**src/rtl/prog_ram_pkg.sv**
```systemverilog
// Shared types and default widths for the SAP-1.5 program RAM.
package prog_ram_pkg;

  // Sequencer states: zero-fill, normal CPU access, program streaming, wait-for-release.
  typedef enum logic [1:0] {
    ST_CLEAR = 2'd0,
    ST_RUN   = 2'd1,
    ST_LOAD  = 2'd2,
    ST_HOLD  = 2'd3
  } state_t;

  localparam int DEF_DATA_WIDTH = 8;
  localparam int DEF_ADDR_WIDTH = 4;

endpackage

```
**src/rtl/prog_ram_array.sv**
```systemverilog
// Pure storage: one write port and one registered, read-first read port.
module ram_array #(
  parameter int DATA_WIDTH = 8,
  parameter int ADDR_WIDTH = 4
) (
  input  logic                  clk,
  input  logic                  we,
  input  logic [ADDR_WIDTH-1:0] waddr,
  input  logic [DATA_WIDTH-1:0] wdata,
  input  logic [ADDR_WIDTH-1:0] raddr,
  output logic [DATA_WIDTH-1:0] rdata
);

  localparam int DEPTH = 2 ** ADDR_WIDTH;

  logic [DATA_WIDTH-1:0] mem [DEPTH];
  logic [DATA_WIDTH-1:0] rd_data_q;

  // Write and read share one edge, so a same-address read sees the old word.
  always_ff @(posedge clk) begin
    if (we) begin
      mem[waddr] <= wdata;
    end
    rd_data_q <= mem[raddr];
  end

  assign rdata = rd_data_q;

endmodule

```
**src/rtl/prog_ram.sv**
```systemverilog
// SAP-1.5 program RAM: CPU port plus a sequencer that zero-fills after reset
// and streams a program in from address 0 while the CPU is held off.
module prog_ram
  import prog_ram_pkg::*;
#(
  parameter int DATA_WIDTH     = DEF_DATA_WIDTH,
  parameter int ADDR_WIDTH     = DEF_ADDR_WIDTH,
  parameter int CLEAR_ON_RESET = 1
) (
  input  logic                  clk,
  input  logic                  reset,
  input  logic                  we,
  input  logic                  oe,
  input  logic [ADDR_WIDTH-1:0] address,
  input  logic [DATA_WIDTH-1:0] data_in,
  output logic [DATA_WIDTH-1:0] data_out,
  input  logic                  prog_mode,
  input  logic                  prog_valid,
  output logic                  prog_ready,
  input  logic [DATA_WIDTH-1:0] prog_data,
  output logic [ADDR_WIDTH-1:0] prog_addr,
  output logic                  prog_done,
  output logic                  busy
);

  localparam logic [ADDR_WIDTH-1:0] ADDR_LAST = '1;
  localparam logic [ADDR_WIDTH-1:0] ADDR_ONE  = ADDR_WIDTH'(1);

  state_t                  state_q, state_d;
  logic [ADDR_WIDTH-1:0]   clr_cnt_q, clr_cnt_d;
  logic [ADDR_WIDTH-1:0]   prog_addr_q, prog_addr_d;
  logic                    prog_ready_q, prog_ready_d;
  logic                    prog_done_q, prog_done_d;
  logic                    busy_q, busy_d;
  logic                    out_en_q, out_en_d;

  logic                    mem_we;
  logic [ADDR_WIDTH-1:0]   mem_waddr;
  logic [DATA_WIDTH-1:0]   mem_wdata;
  logic [DATA_WIDTH-1:0]   mem_rdata;

  ram_array #(
    .DATA_WIDTH (DATA_WIDTH),
    .ADDR_WIDTH (ADDR_WIDTH)
  ) u_ram_array (
    .clk   (clk),
    .we    (mem_we),
    .waddr (mem_waddr),
    .wdata (mem_wdata),
    .raddr (address),
    .rdata (mem_rdata)
  );

  // Next-state logic and write-source mux (clear counter, CPU or programming stream).
  always_comb begin
    state_d      = state_q;
    clr_cnt_d    = clr_cnt_q;
    prog_addr_d  = prog_addr_q;
    prog_ready_d = prog_ready_q;
    prog_done_d  = 1'b0;
    out_en_d     = 1'b0;
    mem_we       = 1'b0;
    mem_waddr    = address;
    mem_wdata    = data_in;

    case (state_q)
      ST_CLEAR: begin
        mem_we    = 1'b1;
        mem_waddr = clr_cnt_q;
        mem_wdata = '0;
        clr_cnt_d = clr_cnt_q + ADDR_ONE;
        if (clr_cnt_q == ADDR_LAST) begin
          state_d = ST_RUN;
        end
      end
      ST_RUN: begin
        mem_we   = we;
        out_en_d = oe;
        if (prog_mode) begin
          state_d      = ST_LOAD;
          prog_addr_d  = '0;
          prog_ready_d = 1'b1;
        end
      end
      ST_LOAD: begin
        mem_waddr = prog_addr_q;
        mem_wdata = prog_data;
        if (prog_valid && prog_ready_q) begin
          mem_we      = 1'b1;
          prog_addr_d = prog_addr_q + ADDR_ONE;
          if (prog_addr_q == ADDR_LAST) begin
            state_d      = ST_HOLD;
            prog_done_d  = 1'b1;
            prog_ready_d = 1'b0;
          end
        end
        if ((state_d == ST_LOAD) && !prog_mode) begin
          state_d      = ST_RUN;
          prog_ready_d = 1'b0;
        end
      end
      ST_HOLD: begin
        prog_ready_d = 1'b0;
        if (!prog_mode) begin
          state_d = ST_RUN;
        end
      end
      default: begin
        state_d = ST_RUN;
      end
    endcase

    busy_d = (state_d != ST_RUN);
  end

  // State and registered outputs; reset lands in CLEAR or RUN depending on CLEAR_ON_RESET.
  always_ff @(posedge clk or posedge reset) begin
    if (reset) begin
      state_q      <= (CLEAR_ON_RESET != 0) ? ST_CLEAR : ST_RUN;
      clr_cnt_q    <= '0;
      prog_addr_q  <= '0;
      prog_ready_q <= 1'b0;
      prog_done_q  <= 1'b0;
      busy_q       <= (CLEAR_ON_RESET != 0);
      out_en_q     <= 1'b0;
    end else begin
      state_q      <= state_d;
      clr_cnt_q    <= clr_cnt_d;
      prog_addr_q  <= prog_addr_d;
      prog_ready_q <= prog_ready_d;
      prog_done_q  <= prog_done_d;
      busy_q       <= busy_d;
      out_en_q     <= out_en_d;
    end
  end

  assign data_out   = out_en_q ? mem_rdata : '0;
  assign prog_ready = prog_ready_q;
  assign prog_addr  = prog_addr_q;
  assign prog_done  = prog_done_q;
  assign busy       = busy_q;

endmodule

```
**config.mk**
```make
export PLATFORM = sky130hd
export DESIGN_NAME = prog_ram
export DESIGN_NICKNAME = d
export VERILOG_FILES = /design/src/rtl/prog_ram_pkg.sv /design/src/rtl/prog_ram_array.sv /design/src/rtl/prog_ram.sv
export SDC_FILE = /design/constraint.sdc
export NUM_CORES = 1
export LEC_CHECK = 0
export ABC_AREA = 1
export CAP_MARGIN = 20
export CORE_MARGIN = 2
export CORE_UTILIZATION = 46
export CTS_BUF_LIST = sky130_fd_sc_hd__clkbuf_16
export CTS_CLUSTER_DIAMETER = 60
export DETAILED_ROUTE_END_ITERATION = 6
export GPL_TIMING_DRIVEN = 1
export PLACE_DENSITY = 0.62
export SYNTH_ARGS = -nofsm -noshare
export SYNTH_HDL_FRONTEND = slang
export SYNTH_SLANG_ARGS = --single-unit
export TNS_END_PERCENT = 30
```
**constraint.sdc**
```tcl
create_clock -name clk -period 2.8 [get_ports clk]
set_clock_uncertainty 0.15 [all_clocks]
set_input_delay 0.56 -clock clk [delete_from_list [all_inputs] [get_ports clk]]
set_output_delay 0.56 -clock clk [all_outputs]
set_load 0.1 [all_outputs]
```
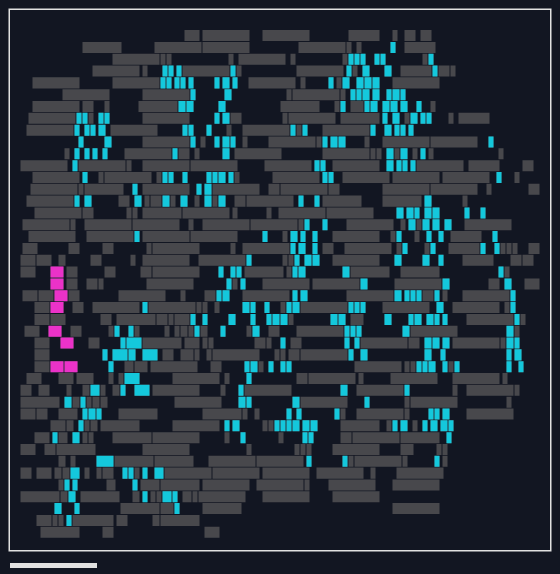
Figure 1: gate-type map.
Scale bar: 20 um.
Key: nand cells = cyan [cells 314, most used nand2_1, where spread over the die]; non-inverting ao/oa cells = magenta [cells 8, most used a22o_1, where west]
logic share of the area: 0.212
Post-Layout Cell Count: 932

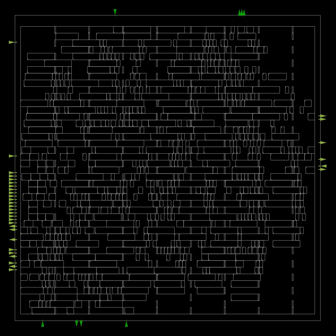
Figure 2: cell placement.
row count: 43
fin util: 0.569

==> results_dict.tcl <==
# implementation run metrics
set metrics [dict create \
    ys_sh_mux 0 \
    nWellTaps 180 \
    wl_met3_um 1030 \
    max-slew-margin-rel 0.553 \
    outcome "finished clean" \
    ys_top_logic_family "simple AND/OR/NAND/NOR gates" \
    chip_area_um2 15400 \
    fmax_mhz 461 \
    critPathCapture "data_out[6]" \
    cts.sinks 150 \
    pg_seq_w 0.00335 \
    clk_latency_ps 430 \
    area_growth_pct 19.9 \
    finalPower_w 0.00796 \
    p_leak_nw 3.61 \
    adder_share 0.00377 \
    critical_path.cell_chain "nand2_1 -> inv_1 -> buf_4" \
    chipWidth_um 124 \
    viasPerCell 5.08 \
    power_leader "sequential cells" \
    route.vias.total 4735 \
    fin_area_um2 7970 \
    pg_comb_w 0.00221 \
    tool_warnings 26 \
    htree_levels 4 \
    cp_slowest_cell "dfrtp_1" \
    syn_inst 675 \
    yosysCellCount 675 \
    maxCapViolations 0 \
    regMostFlops "u_ram_array.mem" \
    grtUsageMet3 0.0465 \
    wl_per_cell_um 17.0 \
    route.met2.wl_um 7370 \
    cts_hold_buf 0 \
    num-nonclk-buffers 73 \
    io_pins 41 \
    edf_count 128 \
    regToRegEndpoint "u_ram_array.mem[1][4]$_DFFE_PP_" \
    critPathTopFamily "flip-flops" \
    dp_worst_setup_slack_ps 278 \
    grt_overflow 0 \
    crit_type "flip-flop to primary output" \
    clk_path_buf_depth 2 \
    cts.repair.resized 0 \
    layout-drive-gt1-share 0.133 \
    use_met1 0.294 \
    topRoutingLayerUsed "met4" \
    worstReg2RegStart "state_q[0]$_DFF_PP0_" \
    ys_seq_frac 0.655 \
    hold_viol 0 \
    drc 0 \
    worstPathArrival_ps 1460 \
    p_sw_w 0.00269 \
    crit_path_max_fanout 8 \
    syn_avg_cell_area_um2 9.85 \
    grt_pass1_wl_um 25200 \
    seq_cells 150 \
    cts_tree "yes" \
    m1WireLength_um 6980 \
    crit_path_max_incr_delay_ps 580 \
    setup_tns_ps 0 \
    sh_seq_area 0.547 \
    placed_area_um2 7340 \
    grt_pass1_vias 4747 \
    yosysWarningCount 0 \
    comb_area_um2 1690 \
    top_cell "nand2_1" \
    dpl.cell_count 900 \
    crit_buf_inv 2 \
    numPortBuffers 40 \
    worstMarginPinSlew_ps 671 \
    seqCellArea_um2 4360 \
    layout.nonclk_buf_frac 0.0760 \
    drt-pass1-iter-count 4 \
    cp.depth 3 \
    r2r_cells 8 \
    drtIter0Drc 430 \
    cp.required_ps 2090 \
    gp_routability_congestion 0.859 \
    grt_max_degree 65 \
    track_usage 0.216 \
]
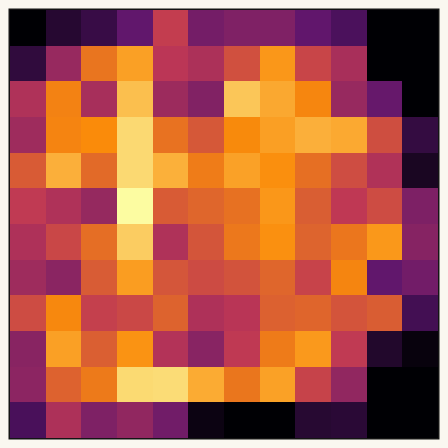
Figure 3: cell density map.
12 x 12 tiles, from black (low) to pale yellow (high), 0 to 100% covered.
8.3% of the tiles are nearly empty. The fullest tile reaches 99%. 19% of the tiles are over 75% full. The mean over all tiles is 50%. The emptiest ninth of the die: south-east.
core area: 14000 um2
Pre-Place Util: 0.475

